$ cat src/rtl/gradient_writer_if.sv
// Bundle between gradient_writer and the image / x_grad / y_grad BRAMs plus its start/busy/done control.
// The master modport is the gradient writer; the slave modport is the surrounding memory/control side.
interface gradient_writer_if #(
  parameter int WIDTH     = 4,
  parameter int HEIGHT    = 4,
  parameter int BIT_DEPTH = 8
);
  localparam int AW = $clog2(WIDTH * HEIGHT);

  logic                 start;
  logic [AW-1:0]        pixel_read_addr;
  logic [BIT_DEPTH-1:0] pixel_in;
  logic [AW-1:0]        x_write_addr;
  logic                 x_write_valid;
  logic [BIT_DEPTH-1:0] x_pixel_out;
  logic [AW-1:0]        y_write_addr;
  logic                 y_write_valid;
  logic [BIT_DEPTH-1:0] y_pixel_out;
  logic                 busy;
  logic                 done;

  modport master (
    input  start, pixel_in,
    output pixel_read_addr, x_write_addr, x_write_valid, x_pixel_out,
           y_write_addr, y_write_valid, y_pixel_out, busy, done
  );

  modport slave (
    output start, pixel_in,
    input  pixel_read_addr, x_write_addr, x_write_valid, x_pixel_out,
           y_write_addr, y_write_valid, y_pixel_out, busy, done
  );
endinterface

$ cat src/rtl/gradient_writer.sv
// Walks the image BRAM in raster order, reads clamped L/R/U/D neighbours per pixel and
// writes floored central-difference x/y gradients to the gradient BRAMs, then pulses done.
module gradient_writer #(
  parameter int WIDTH        = 4,
  parameter int HEIGHT       = 4,
  parameter int BIT_DEPTH    = 8,
  parameter int READ_LATENCY = 2
) (
  input  logic             clk_in,
  input  logic             rst_n_in,
  gradient_writer_if.master bus
);
  localparam int NPIX = WIDTH * HEIGHT;
  localparam int AW   = $clog2(NPIX);
  localparam int XW   = (WIDTH > 1)  ? $clog2(WIDTH)  : 1;
  localparam int YW   = (HEIGHT > 1) ? $clog2(HEIGHT) : 1;
  localparam int PH_W = $clog2(READ_LATENCY + 5);

  typedef enum logic [2:0] {IDLE, READ, WAIT, WRITE, DONE} state_t;

  state_t               state_q, state_d;
  logic [PH_W-1:0]      phase;
  logic [XW-1:0]        px, nxt_px;
  logic [YW-1:0]        py, nxt_py;
  logic                 last_px, last_py, rd_end, d_cap;
  int                   nb_x, nb_y, nb_sel;
  logic [BIT_DEPTH-1:0] l_p1, r_p1, u_p1;

  function automatic logic [AW-1:0] nb_addr(input int x, input int y, input int sel);
    int nx;
    int ny;
    nx = x;
    ny = y;
    case (sel)
      0:       nx = (x > 0) ? x - 1 : 0;
      1:       nx = (x < WIDTH - 1) ? x + 1 : WIDTH - 1;
      2:       ny = (y > 0) ? y - 1 : 0;
      default: ny = (y < HEIGHT - 1) ? y + 1 : HEIGHT - 1;
    endcase
    return AW'(ny * WIDTH + nx);
  endfunction

  // One extra bit holds the full unsigned difference; the arithmetic shift floors toward -inf.
  function automatic logic [BIT_DEPTH-1:0] grad(input logic [BIT_DEPTH-1:0] hi,
                                                input logic [BIT_DEPTH-1:0] lo);
    logic signed [BIT_DEPTH:0] diff;
    diff = $signed({1'b0, hi}) - $signed({1'b0, lo});
    diff = diff >>> 1;
    return diff[BIT_DEPTH-1:0];
  endfunction

  always_comb begin
    state_d = state_q;
    last_px = (int'(px) == WIDTH - 1);
    last_py = (int'(py) == HEIGHT - 1);
    rd_end  = (phase == PH_W'(3));
    d_cap   = (phase == PH_W'(3 + READ_LATENCY));
    nxt_px  = last_px ? '0 : px + XW'(1);
    nxt_py  = last_px ? (last_py ? '0 : py + YW'(1)) : py;
    case (state_q)
      IDLE:    if (bus.start) state_d = READ;
      READ:    if (d_cap) state_d = WRITE;
               else if (rd_end) state_d = WAIT;
      WAIT:    if (d_cap) state_d = WRITE;
      WRITE:   state_d = (last_px && last_py) ? DONE : READ;
      DONE:    state_d = IDLE;
      default: state_d = IDLE;
    endcase
    // Entering READ from IDLE/WRITE starts a new pixel at the L neighbour.
    nb_sel = (state_q == READ) ? int'(phase) + 1 : 0;
    nb_x   = (state_q == WRITE) ? int'(nxt_px) : int'(px);
    nb_y   = (state_q == WRITE) ? int'(nxt_py) : int'(py);
  end

  always_ff @(posedge clk_in or negedge rst_n_in) begin
    if (!rst_n_in) begin
      state_q             <= IDLE;
      phase               <= '0;
      px                  <= '0;
      py                  <= '0;
      bus.pixel_read_addr <= '0;
      bus.x_write_addr    <= '0;
      bus.x_write_valid   <= 1'b0;
      bus.x_pixel_out     <= '0;
      bus.y_write_addr    <= '0;
      bus.y_write_valid   <= 1'b0;
      bus.y_pixel_out     <= '0;
      bus.busy            <= 1'b0;
      bus.done            <= 1'b0;
    end else begin
      state_q <= state_d;
      phase   <= (state_q == READ || state_q == WAIT) ? phase + PH_W'(1) : '0;
      if (state_q == WRITE) begin
        px <= nxt_px;
        py <= nxt_py;
      end
      if (state_d == READ) bus.pixel_read_addr <= nb_addr(nb_x, nb_y, nb_sel);
      bus.x_write_valid <= (state_d == WRITE);
      bus.y_write_valid <= (state_d == WRITE);
      // The D sample is live on pixel_in at the edge that enters WRITE.
      if (state_d == WRITE) begin
        bus.x_write_addr <= AW'(int'(py) * WIDTH + int'(px));
        bus.y_write_addr <= AW'(int'(py) * WIDTH + int'(px));
        bus.x_pixel_out  <= grad(r_p1, l_p1);
        bus.y_pixel_out  <= grad(bus.pixel_in, u_p1);
      end
      bus.busy <= (state_d != IDLE);
      bus.done <= (state_d == DONE);
    end
  end

  // --- neighbour capture stage: sample n returns READ_LATENCY cycles after its address ---
  always_ff @(posedge clk_in) begin
    if (state_q == READ || state_q == WAIT) begin
      if (phase == PH_W'(READ_LATENCY))     l_p1 <= bus.pixel_in;
      if (phase == PH_W'(READ_LATENCY + 1)) r_p1 <= bus.pixel_in;
      if (phase == PH_W'(READ_LATENCY + 2)) u_p1 <= bus.pixel_in;
    end
  end
endmodule
$ cat src/flat_wrapper.sv
// flat-port wrapper written by rule: the top's interface ports become plain ports
module gradient_writer_flat 
#(
  parameter int WIDTH        = 4,
  parameter int HEIGHT       = 4,
  parameter int BIT_DEPTH    = 8,
  parameter int READ_LATENCY = 2
)
  (clk_in, rst_n_in, bus_start, bus_pixel_in, bus_pixel_read_addr, bus_x_write_addr, bus_x_write_valid, bus_x_pixel_out, bus_y_write_addr, bus_y_write_valid, bus_y_pixel_out, bus_busy, bus_done);
  gradient_writer_if #(.WIDTH(WIDTH), .HEIGHT(HEIGHT), .BIT_DEPTH(BIT_DEPTH)) bus_i ();
  input  logic clk_in;
  input  logic rst_n_in;
  input wire logic [$bits(bus_i.start)-1:0] bus_start;
  input wire logic [$bits(bus_i.pixel_in)-1:0] bus_pixel_in;
  output wire logic [$bits(bus_i.pixel_read_addr)-1:0] bus_pixel_read_addr;
  output wire logic [$bits(bus_i.x_write_addr)-1:0] bus_x_write_addr;
  output wire logic [$bits(bus_i.x_write_valid)-1:0] bus_x_write_valid;
  output wire logic [$bits(bus_i.x_pixel_out)-1:0] bus_x_pixel_out;
  output wire logic [$bits(bus_i.y_write_addr)-1:0] bus_y_write_addr;
  output wire logic [$bits(bus_i.y_write_valid)-1:0] bus_y_write_valid;
  output wire logic [$bits(bus_i.y_pixel_out)-1:0] bus_y_pixel_out;
  output wire logic [$bits(bus_i.busy)-1:0] bus_busy;
  output wire logic [$bits(bus_i.done)-1:0] bus_done;
  assign bus_i.start = bus_start;
  assign bus_i.pixel_in = bus_pixel_in;
  assign bus_pixel_read_addr = bus_i.pixel_read_addr;
  assign bus_x_write_addr = bus_i.x_write_addr;
  assign bus_x_write_valid = bus_i.x_write_valid;
  assign bus_x_pixel_out = bus_i.x_pixel_out;
  assign bus_y_write_addr = bus_i.y_write_addr;
  assign bus_y_write_valid = bus_i.y_write_valid;
  assign bus_y_pixel_out = bus_i.y_pixel_out;
  assign bus_busy = bus_i.busy;
  assign bus_done = bus_i.done;
  gradient_writer #(.WIDTH(WIDTH), .HEIGHT(HEIGHT), .BIT_DEPTH(BIT_DEPTH), .READ_LATENCY(READ_LATENCY)) u_core (.clk_in(clk_in), .rst_n_in(rst_n_in), .bus(bus_i));
endmodule
$ cat config.mk
export PLATFORM = sky130hd
export DESIGN_NAME = gradient_writer_flat
export DESIGN_NICKNAME = d
export VERILOG_FILES = /design/src/rtl/gradient_writer_if.sv /design/src/rtl/gradient_writer.sv /design/src/flat_wrapper.sv
export SDC_FILE = /design/constraint.sdc
export NUM_CORES = 1
export LEC_CHECK = 0
export CORE_ASPECT_RATIO = 0.9
export CORE_MARGIN = 10
export CORE_UTILIZATION = 40
export DETAILED_ROUTE_END_ITERATION = 12
export GPL_TIMING_DRIVEN = 0
export PLACE_DENSITY_LB_ADDON = 0.3
export SYNTH_ARGS = -nofsm -noshare
export SYNTH_HDL_FRONTEND = slang
export SYNTH_SLANG_ARGS = --single-unit
$ cat constraint.sdc
create_clock -name clk_in -period 6.2 [get_ports clk_in]
set_input_delay 0.93 -clock clk_in [delete_from_list [all_inputs] [get_ports clk_in]]
set_output_delay 0.93 -clock clk_in [all_outputs]
set_load 0.005 [all_outputs]
**I/O nets highlighted**

Scale: 4 px per µm.
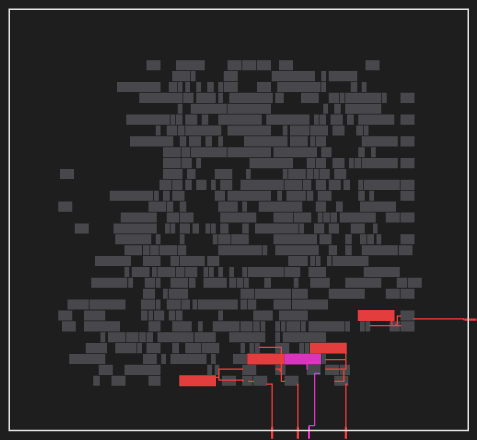
| port | colour | bits | direction | edge | end cells | buffers | wire |
|---|---|---|---|---|---|---|---|
| bus_done | magenta | 1 | output | bottom | 1 | 1 | 21.5 µm |
| bus_y_write_addr | red | 4 | output | 3 bottom, 1 right | 4 | 8 | 115 µm |

**Gate-type map**

Scale: 3 px per µm.
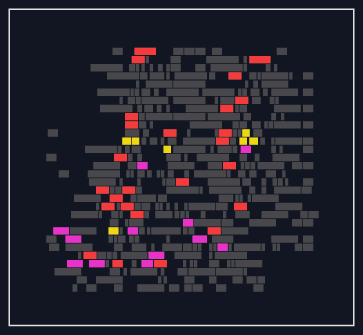
| family | colour | cells |
|---|---|---|
| non-inverting ao/oa cells | yellow | 7 |
| mux cells | magenta | 12 |
| fa/ha/maj cells | red | 25 |

**Sequential cells grouped by signal name**

Scale: 2 px per µm. Other sequential cells in the stronger grey, the rest of the logic in the fainter grey.
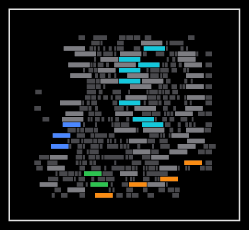
| netlist name | colour | placed flops |
|---|---|---|
| u_core.phase | blue | 3 |
| u_core.l_p1 | cyan | 8 |
| u_core.py | green | 2 |
| u_core.bus.x_write_addr | orange | 4 |

==> flow_summary_export.csv <==
group,metric,value,unit
outcome,status,"finished, final reports clean",
clock_network,cts_tree,"built",
synth,edf_count,24,
cells_and_area,flop-count,61,
clock_network,root_buffer,"clkbuf_8",
cells_and_area,most-common-layout-cells,"clkdlybuf4s50_1, dfrtp_1, inv_1, nand2_1, edfxtp_1",
placement,placed_cell_area,3740,µm²
floorplanning,ios,43,
placement,hpwl,4.76,mm
clock_network,cts.clk_slew.worst_paths,70,ps
worst_setup_path,rr_worst_depth,8,
floorplanning,coreArea,7660,µm²
global_routing,grt_pass1_wl,10.6,mm
power,p_clk_frac,0.187,
global_routing,grt_usage,0.110,
sta,relSlewSlack,0.454,
synth,syn_avg_cell_area,11.2,µm²
sta,fin_crit,2670,ps
cells_and_area,final_common_cell,"clkdlybuf4s50_1",
cells_and_area,comb_share,0.342,
sta,worst_slack,3530,ps
route,vias_per_cell,4.81,
power,p_total,1880,µW
cells_and_area,syn_to_final_growth,22.7,%
route,top_layer,"met4",
global_routing,grt_antenna_before_repair,0,
synth,ys_sh_xor,0.0351,
synth,synth-cells-yosys,286,
flow_run,stage_log_warnings,29,
worst_setup_path,cp_slowest_cell,"clkdlybuf4s50_1",
route,first_pass_iters,4,
worst_setup_path,r2r-end,"u_core.bus.pixel_read_addr[2]$_DFFE_PN0N_",
cells_and_area,finalNonFillerCells,440,
worst_setup_path,cp_common_cell,"inv_1",
synth,simple_gate_area_frac,0.121,
worst_setup_path,critPathKind,"input pin to flop",
sta,setup_viol,0,
route,vias,2115,
power,combinationalPowerShare,0.472,
power,pg_seq,640,µW
clock_network,ctsResizeCount,0,
worst_setup_path,worstPathRequired,6390,ps
cells_and_area,seqCellArea,1650,µm²
Power is estimated from default activity; no workload was simulated.
